Design axrm_seq_divider, sky130hd; sources not shown.
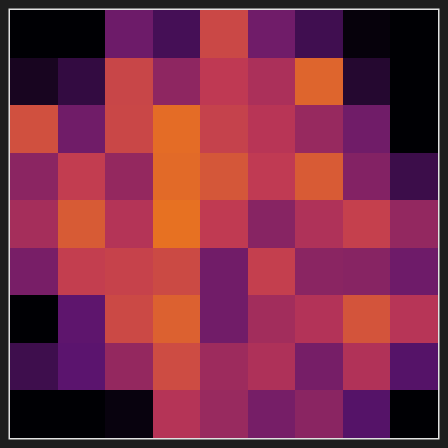
(run_1/density.png)
9 x 9 tiles, from black (low) to pale yellow (high), 0 to 100% covered.
12% of the tiles are nearly empty. The mean over all tiles is 36%. The densest ninth of the die: middle. The fullest tile reaches 67%.
share of the core filled with cells: 0.413
Core Area: 0.00733 sq mm
FP Util: 0.313

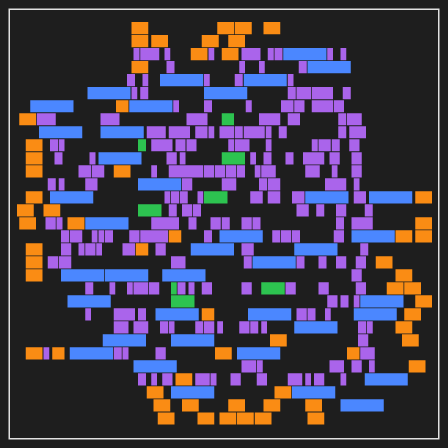
(run_1/cell_classes.png)
Key: orange = other buffers and delay cells [cells 60, share of their area 20%]; green = clock drivers and dummy loads [cells 8, share of their area 2.9%]; blue = flip-flops [cells 39, share of their area 34%]; purple = all other logic [cells 202, share of their area 43%]
flip-flop and latch share of the layout cell area: 0.322
Non-Filler Cell Area, Final: 0.00303 sq mm

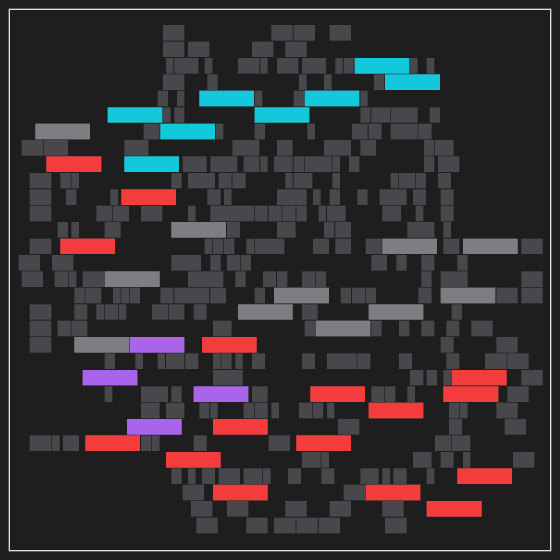
(run_1/registers.png)
Other sequential cells in the stronger grey, the rest of the logic in the fainter grey.
Key: cyan = `dvsr` [sequential cells 8]; red = `quotient` [sequential cells 16]; purple = `cnt` [sequential cells 4]
Register Area: 976 sq um
Power Sequential: 1.07 mW

==> results.txt, run 1 <==
Clock Tree Buf Depth: 2
Met1 track demand over resource in global routing: 0.224
Fa+ha+maj area frac: 0.0578
Max-capacitance violation count: 0
Total placed instance area: 0.00295 sq mm
Max-area cell class: multi-input combinational cells
Worst slack at placement: 0.490 ns
Via/cell ratio: 5.00
Area fraction in compound gates after synthesis: 0.247
Final worst clock skew: 0.00889 ns
Number of warning messages in the logs: 26
Count of flip-flops with a built-in enable after synthesis: 0
Via count: 2,041
Synthesized area per cell: 9.07 sq um
Tap cell count: 99
Area share of the largest cell type after synthesis: 0.425
Worst Setup Path Type: flip-flop to flip-flop
Layout buffering overhead excluding clock cells: 0.193
Met2 track demand over resource: 0.242
Status: finished, final reports clean
Count of flip-flops and latches: 39
Vias in the first global route: 1,924
Number of hold-slack violations in the final timing report: 0
FF+latch count, synth: 39
Total half-perimeter wirelength after legalization and detailed placement: 4290 um
Clock net power: 0.401 mW
Share of the cycle needed by the critical path after routing: 0.817
Dominant register cell: sky130_fd_sc_hd__dfrtp_1
Total cells reported by yosys after synthesis: 253
Instance count on the critical path: 8
Total die size: 0.00801 sq mm
Last weighted congestion value of the routability-driven placer: 0.774
Post-Syn Instances: 253
Detailed-router iteration count before antenna repair: 4
Crit-path slowest cell: sky130_fd_sc_hd__fa_1
Clock H-tree levels: 2
Die outline width: 89.5 um
Dominant logic cell types in the final layout: 54 x sky130_fd_sc_hd__clkdlybuf4s50_1, 39 x sky130_fd_sc_hd__dfrtp_1, 28 x sky130_fd_sc_hd__nand2_1, 15 x sky130_fd_sc_hd__o21ai_0, 15 x sky130_fd_sc_hd__a21oi_1
Syn Nets: 291
Grt ovf: 0
Worst-path fanout max: 4
Top cells by area: sky130_fd_sc_hd__dfrtp_1 43%, sky130_fd_sc_hd__ha_1 4.9%, sky130_fd_sc_hd__nand2_1 4.6%, sky130_fd_sc_hd__o22ai_1 3.8%, sky130_fd_sc_hd__a21oi_1 3.3%
Switching power of the nets: 1.64 mW
Routed met2 length: 2640 um
Int Power: 2.04 mW
Max-slew headroom at the worst pin: 0.523
Cell area after synthesis: 0.00230 sq mm
Time the worst path needs with I/O delays and setup: 2.21 ns
Final ANT Viol Nets: 0
Violation count after the first detailed-route iteration: 101
Mi-comb count: 191
Dominant power group: combinational logic
Share of final layout cell area taken by clock buffers and inverters: 0.0281
Yosys Warn Count: 0
Classification of the worst-slack hold path: input pin to asynchronous set/reset pin
Top-Level Pins: 55
Leak: 1.28 nW
Number of signal-net buffers in the layout: 60
Data arrival at the endpoint of the critical path: 2.41 ns
Critical path's largest stage delay: 0.41 ns
Cell at the root of the clock tree: sky130_fd_sc_hd__clkbuf_8
Synth-to-layout area growth: 32.0%
Maximum VDD drop: 0.434 mV
==> run_1/final_congestion.png <==
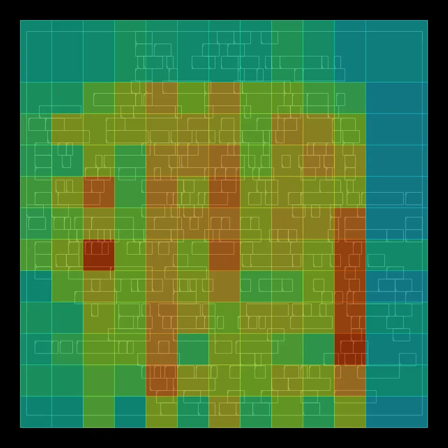

==> run 1 -> run 2 <==
Settings changed: CORE_UTILIZATION 30 to 27, PLACE_DENSITY 0.82 to 0.78.
Clock period 2.7 ns to 2 ns, I/O delays scaled along.
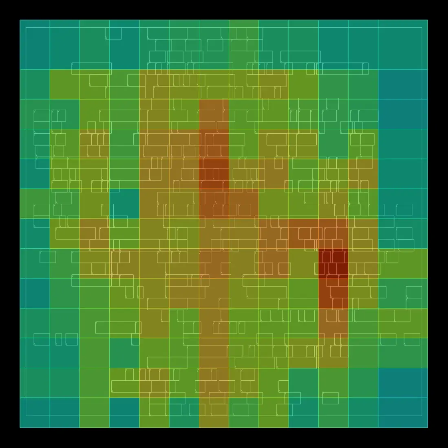
(run_2/final_congestion.png)
met2 track demand over resource: 0.254
detail-routed net length per standard cell: 15.1 um

==> results.txt, run 2 <==
Max-capacitance violation count: 0
Grt ovf: 0
FF+latch count, synth: 39
Number of signal-net buffers in the layout: 81
Classification of the worst-slack hold path: input pin to asynchronous set/reset pin
Vias in the first global route: 2,109
Leak: 1.41 nW
Detailed-router iteration count before antenna repair: 4
Share of final layout cell area taken by clock buffers and inverters: 0.0323
Routed met2 length: 3100 um
Die outline width: 94.2 um
Cell at the root of the clock tree: sky130_fd_sc_hd__clkbuf_8
Non-Filler Cell Area, Final: 0.00329 sq mm
Share of the cycle needed by the critical path after routing: 0.966
Time the worst path needs with I/O delays and setup: 1.93 ns
Area fraction in compound gates after synthesis: 0.247
Status: finished, final reports clean
Number of hold-slack violations in the final timing report: 0
Clock Tree Buf Depth: 2
Core Area: 0.00822 sq mm
Top-Level Pins: 55
Final ANT Viol Nets: 0
Worst Setup Path Type: flip-flop to flip-flop
Mi-comb count: 191
Yosys Warn Count: 0
Total half-perimeter wirelength after legalization and detailed placement: 4890 um
Via/cell ratio: 4.99
Switching power of the nets: 2.44 mW
Layout buffering overhead excluding clock cells: 0.230
Violation count after the first detailed-route iteration: 102
Worst slack at placement: -0.0435 ns
Synth-to-layout area growth: 43.2%
Post-Syn Instances: 253
Clock H-tree levels: 2
Total cells reported by yosys after synthesis: 253
Last weighted congestion value of the routability-driven placer: 0.831
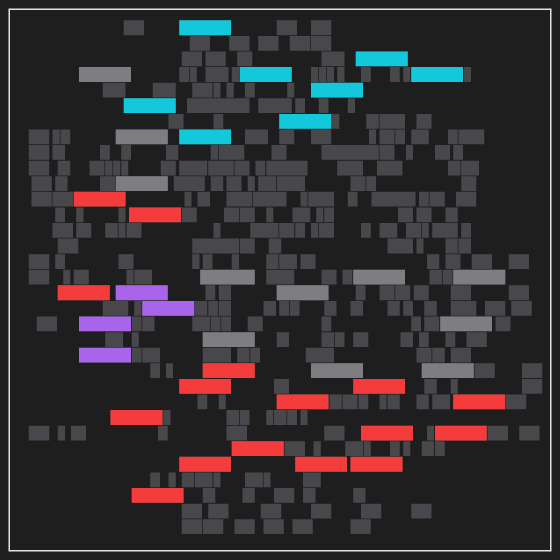
(run_2/registers.png)
Other sequential cells in the stronger grey, the rest of the logic in the fainter grey.
Key: purple = `cnt` [sequential cells 4, where left middle]; red = `quotient` [sequential cells 16]; cyan = `dvsr` [sequential cells 8, where top middle]
Another 11 sequential cells are not coloured.
Register Area: 977 sq um
flip-flop and latch share of the layout cell area: 0.297
Power Sequential: 1.42 mW
share of the core filled with cells: 0.400

No activity file was given, so power comes from the tool's default toggle rates.
